==> config.mk <==
export PLATFORM = sky130hd
export DESIGN_NAME = mixer_xfade
export DESIGN_NICKNAME = d
export VERILOG_FILES = /design/src/rtl/mixer_xfade.sv
export SDC_FILE = /design/constraint.sdc
export NUM_CORES = 1
export LEC_CHECK = 0
export CAP_MARGIN = 30
export CORE_MARGIN = 2
export CORE_UTILIZATION = 65
export DETAILED_ROUTE_END_ITERATION = 8
export GPL_TIMING_DRIVEN = 0
export HOLD_SLACK_MARGIN = 0.1
export PLACE_DENSITY = 0.83
export SETUP_SLACK_MARGIN = 0.15
export SKIP_CTS_REPAIR_TIMING = 1
export SYNTH_ARGS = -nofsm -noshare
export SYNTH_HDL_FRONTEND = slang
export SYNTH_SLANG_ARGS = --single-unit
==> constraint.sdc <==
create_clock -name clk_i -period 11.4 [get_ports clk_i]
set_clock_uncertainty 0.15 [all_clocks]
set_input_delay 2.85 -clock clk_i [delete_from_list [all_inputs] [get_ports clk_i]]
set_output_delay 2.85 -clock clk_i [all_outputs]
set_load 0.005 [all_outputs]
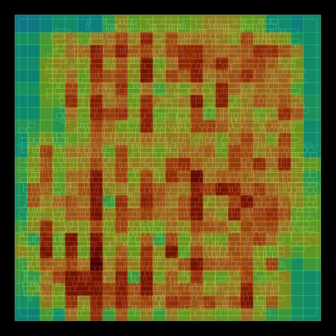
Figure 1: run 1, congestion heat map.
WL/cell: 17.5 um
grt peak-use layer: met2
fin util: 70.3%

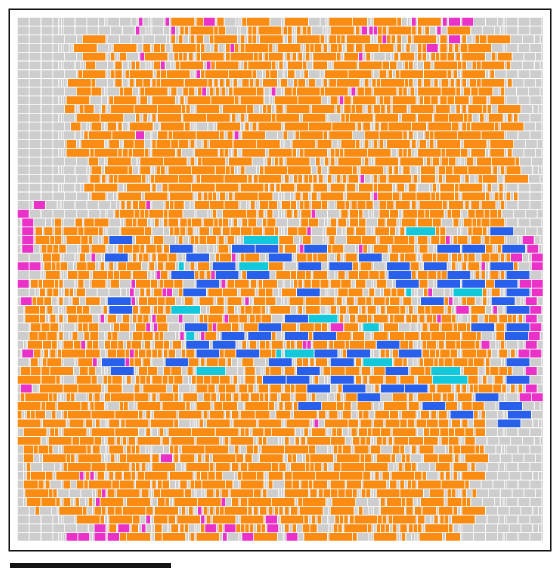
Figure 2: run 1, cell classes on the final placement.
The bar under the picture is 50 um long. Fill, decap, tap and diode cells in grey.
sequential cells: drawn in blue, cells 80, share of their area 8.7%. remaining buffers and delay cells: drawn in magenta, cells 126, share of their area 4.4%. remaining logic cells: drawn in orange, cells 1849, share of their area 85%. clock drivers and dummy loads: drawn in cyan, cells 16, share of their area 1.8%.
cell area after layout: 18800 um^2
Seq area share: 8.53%
core box area: 26700 um^2
Site Rows: 60

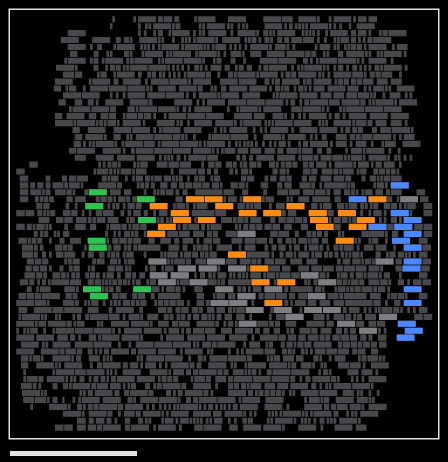
Figure 3: run 1, register map, names as in the netlist.
The bar under the picture is 50 um long. Other sequential cells in the stronger grey, the rest of the logic in the fainter grey.
pktMixed_o: drawn in blue, flops 16, where east. gCur_q: drawn in green, flops 9, where west. pD_q: drawn in orange, flops 26.
Register Area: 1600 um^2
sequential power: 0.000414 W

==> impl_metrics.json, run 1 <==
{
  "ant_nets": 0,
  "start_kind": "input pin",
  "clock-sinks": 80,
  "drv_slew": 0,
  "ir_drop_mv": 0.244,
  "hpwl_mm": 35.0,
  "grt_use_total_pct": 31.4,
  "ys_area_um2": 17500,
  "routed_wl_mm": 42.3,
  "p_comb_share_pct": 83.3,
  "status": "finished clean",
  "syn_nets": 2544,
  "power_w": 0.00436,
  "crit_path_end_kind": "register",
  "cts_root_buf": "clkbuf_16",
  "grt_max_degree": 14,
  "syn_to_final_growth_pct": 7.17,
  "dieArea_um2": 28300,
  "die_h_um": 168,
  "cts_buffers": 9,
  "warnings": 37,
  "numPortBuffers": 50,
  "edf_count": 0,
  "gp_routability_congestion": 0.943,
  "async_flop_share_pct": 0,
  "cts_tree": "built",
  "avgSynthCellArea_um2": 8.75,
  "firstDrtPassIters": 7,
  "yosys_most_used_dff": "dfxtp_1",
  "max_stage_delay_ns": 0.82,
  "grt_pass1_vias": 14600,
  "tns_ns": 0,
  "relSlewSlack_pct": 34.8,
  "min_period_ns": 10.75,
  "fin_nets": 2606,
  "vias_per_cell": 5.80,
  "htreeDepth": 3,
  "overflow": 0,
  "path_max_fanout": 10,
  "die_w_um": 168,
  "whs_path_depth": 2,
  "worst_pin_slew_ns": 0.970,
  "intPower_w": 0.00211,
  "clock_latency_ns": 0.35,
  "leakage_nw": 9.44,
  "drc": 0,
  "min_period_over_period_pct": 94.3,
  "hp-class": "reg -> reg",
  "boundaryPins": 64,
  "drt_iter0_drc": 981,
  "crit_required_ns": 11.51
}
run 1: area by class of cell:
type	count	area, um^2
Fill cell	2115	7940
Clock buffer	10	239
Clock inverter	6	82.6
Buffer	75	303
Sequential cell	80	1600
Tap cell	341	427
Multi-Input combinational cell	1454	14100
Timing Repair Buffer	51	508
Inverter	395	1480
run 1: synthesized netlist by cell type (33+ instances only):
library cell  count  area share [%]
o21ai_0          36             1.0
nor2_1          107             2.3
ha_1            201              14
inv_1           393             8.4
xnor2_1          75             3.7
and2_1          175             6.2
clkbuf_1         56             1.2
nand2_1         182             3.9
fa_1            294              34
dfxtp_1          80             9.1
mux2i_1          33             1.9
a211oi_1         39             1.7
a21oi_1          63             1.8
run 1: kinds of logic (layout without fill, tap and decap cells):
| kind of cell | after synthesis | after routing | share of synthesized area, % |
|---|---|---|---|
| and+or+nand+nor | 580 | 580 | 16.4 |
| xor gates and xnor gates | 94 | 94 | 4.70 |
| DFF | 80 | 80 | 9.14 |
| muxes | 33 | 33 | 1.88 |
| buffers and inverters | 470 | 537 | 10.2 |
| adders and majority gates | 496 | 496 | 48.0 |
| AOI/OAI and AO/OA | 251 | 251 | 9.67 |
run 1: critical path: cells and delay by family:
family / cells / cell delay, ns
compound gates: 4 / 0.89
xor+xnor: 3 / 0.58
fa+ha+maj: 6 / 3.04
buf+inv: 7 / 1.89
simple gates: 6 / 1.63
run 1: metrics by stage:
step / hold WS, ns / cells / util (%) / setup WS (ns)
floorplan: 0.291 / 2004 / - / 2.34
global placement: 0.304 / 2395 / 69.0 / 0.544
detailed placement: 0.307 / 2396 / 69.1 / 0.441
CTS: 0.318 / 2412 / 70.3 / 0.770
global route: 0.346 / 2412 / 70.3 / 0.185
finish: 0.318 / 2412 / 70.3 / 0.645
run 1: per-layer routing:
layer / wire length [um] / part of all wire [%] / vias to the layer above / global-route usage, %
li1: - / - / 6429 / -
met1: 17700 / 42 / 6917 / 42.1
met2: 20200 / 48 / 542 / 52.1
met3: 3160 / 7.5 / 97 / 5.83
met4: 1240 / 2.9 / 0 / 9.75
met5: 0 / 0 / - / 0
run 1: power by group through the flow:
stage | logic [W] | clock network (W) | registers, W
2_1_floorplan | 0.00283 | 0 | 0.000397
3_3_place_gp | 0.00346 | 0 | 0.000415
3_5_place_dp | 0.00358 | 0 | 0.000417
4_1_cts | 0.00362 | 0.000313 | 0.000412
5_1_grt | 0.00413 | 0.000325 | 0.000419
6_report | 0.00364 | 0.000313 | 0.000414
==> run 2, diff against run 1 <==
- GPL_ROUTABILITY_DRIVEN: default -> 0
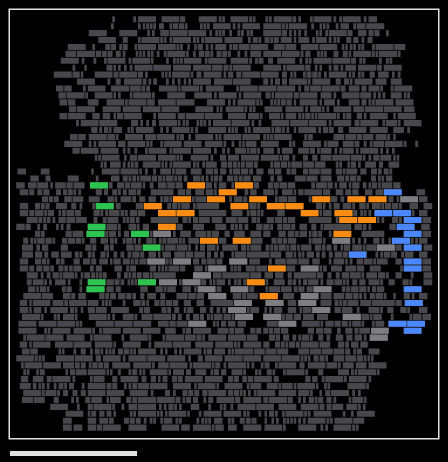
Figure 4: run 2, register map, names as in the netlist.
The bar under the picture is 50 um long. Other sequential cells in the stronger grey, the rest of the logic in the fainter grey.
pD_q: drawn in orange, flops 26. gCur_q: drawn in green, flops 9, where west. pktMixed_o: drawn in blue, flops 16, where east.
Another 29 sequential cells are not coloured.
fin util: 70.5%
Seq area share: 8.50%

==> run 2 against run 1 <==
Compared with the run above:
- worst hold slack worse by 0.0045 ns
- first-iteration DRC count grew 22%
- core utilization rose by 0.20 points
- highest routed layer unchanged
- critical path depth unchanged
- final area grew 0.29%
- total power up 1.9%
==> impl_metrics.json, run 2 <==
{
  "die_h_um": 168,
  "fin_nets": 2606,
  "crit_path_end_kind": "register",
  "start_kind": "input pin",
  "fin_cells": 2413,
  "grt_use_total_pct": 30.9,
  "cts_root_buf": "clkbuf_16",
  "whs_path_depth": 2,
  "common_cells": "393 x inv_1, 294 x fa_1, 201 x ha_1",
  "grt_max_degree": 15,
  "coreArea_um2": 26700,
  "ir_drop_mv": 0.288,
  "dp.cells": 2396,
  "cts_tree": "built",
  "grt_pass1_vias": 14400,
  "hpwl_mm": 34.6,
  "clock-sinks": 80,
  "synth_dominant_cell_count": "inv_1",
  "relSlewSlack_pct": 37.9,
  "syn_to_final_growth_pct": 7.47,
  "warnings": 37,
  "ys_area_um2": 17500,
  "avgSynthCellArea_um2": 8.75,
  "hp-class": "reg -> reg",
  "syn_nets": 2544,
  "layout_top_cells": "393 x inv_1, 294 x fa_1, 201 x ha_1",
  "leakage_nw": 9.46,
  "drv_slew": 0,
  "path_max_fanout": 10,
  "power_w": 0.00445,
  "async_flop_share_pct": 0,
  "dieArea_um2": 28300,
  "drt_iter0_drc": 1197,
  "numPortBuffers": 50,
  "die_w_um": 168,
  "setup_violations": 0,
  "synth.area.top_cells": "fa_1 34%, ha_1 14%, dfxtp_1 9.1%",
  "synth_top_area_share_pct": 33.6,
  "fp-row-count": 60,
  "min_period_ns": 10.68,
  "worst_pin_slew_ns": 0.928,
  "tns_ns": 0,
  "htreeDepth": 3,
  "routed_wl_mm": 42.2,
  "yosys_most_used_dff": "dfxtp_1",
  "status": "finished clean",
  "vias_per_cell": 5.89,
  "wl_per_cell_um": 17.5,
  "boundaryPins": 64,
  "ant_nets": 0,
  "overflow": 0,
  "cts_buffers": 9,
  "firstDrtPassIters": 5,
  "min_period_over_period_pct": 93.7,
  "top_area_cell": "fa_1",
  "nFillCells": 2037,
  "drc": 0
}
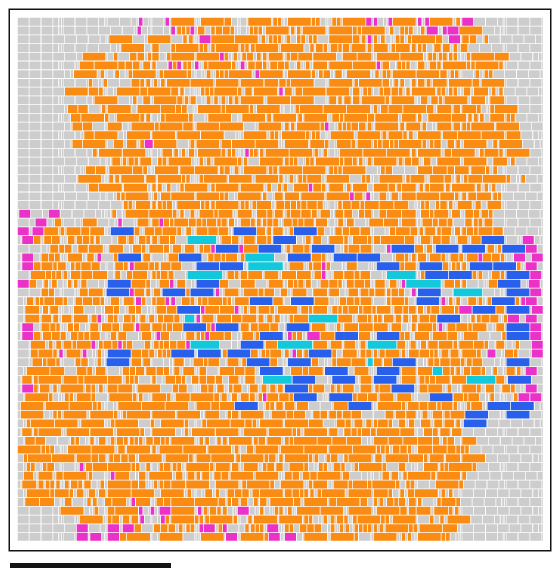
Figure 5: run 2, cell classes on the final placement.
The bar under the picture is 50 um long. Fill, decap, tap and diode cells in grey.
remaining logic cells: drawn in orange, cells 1849, share of their area 85%. clock drivers and dummy loads: drawn in cyan, cells 16, share of their area 2.0%. remaining buffers and delay cells: drawn in magenta, cells 126, share of their area 4.4%. sequential cells: drawn in blue, cells 80, share of their area 8.7%.
cell area after layout: 18800 um^2

-- run 2: cell counts after synthesis --
Identical to the previous run, type by type.
-- run 2: critical path: stages --
cell and delay (ns):
clkdlybuf4s50_1 0.50, nor3_2 0.55, clkbuf_1 0.45, nand2_1 0.18, fa_1 0.63, inv_1 0.16, fa_1 0.61, clkbuf_1 0.40
xnor2_1 0.28, xnor2_1 0.21, fa_1 0.51, fa_1 0.49, inv_1 0.05, fa_1 0.47, inv_1 0.04, ha_1 0.33
and4_1 0.20, clkbuf_1 0.25, and3_1 0.24, o2111ai_1 0.20, a21oi_1 0.35, o21a_1 0.23, nand4_1 0.12, nand4b_1 0.15
xnor2_1 0.10, a211oi_1 0.26
-- run 2: final cells by class --
cell class,count,area [um^2],area share [%]
well taps,341,427,2.27
repair buffers,51,508,2.70
flip-flops and latches,80,1600,8.50
clock buffers,9,225,1.20
inverters,395,1480,7.87
multi-input cells,1454,14100,75.1
clock inverters,7,143,0.757
diodes,1,2.50,0.0133
plain buffers,75,303,1.61
-- run 2: logic make-up after synthesis --
| group | synth area share (%) |
|---|---|
| AOI/OAI and AO/OA | 9.67 |
| adders and majority gates | 48.0 |
| DFF | 9.14 |
| xor gates and xnor gates | 4.70 |
| buffers and inverters | 10.2 |
| and+or+nand+nor | 16.4 |
| muxes | 1.88 |
-- run 2: stage by stage --
step | setup WS [ns] | hold slack [ns]
6_report | 0.719 | 0.314
5_1_grt | 0.182 | 0.335
4_1_cts | 0.541 | 0.316
3_5_place_dp | 0.198 | 0.307
3_3_place_gp | 0.507 | 0.302
2_1_floorplan | 2.34 | 0.291
-- run 2: layer usage --
metal	vias up	GRT usage, %	wire length, um
met4	0	10.2	1370
li1	6436	-	-
met1	7035	42.5	17500
met3	123	4.89	3440
met5	-	0	0
met2	624	50.3	19900
-- run 2: power breakdown --
group,internal [W],switching (W)
registers,0.000360,0.0000559
logic,0.00155,0.00212
clock network,0.000237,0.000121
Power is estimated from default activity; no workload was simulated.
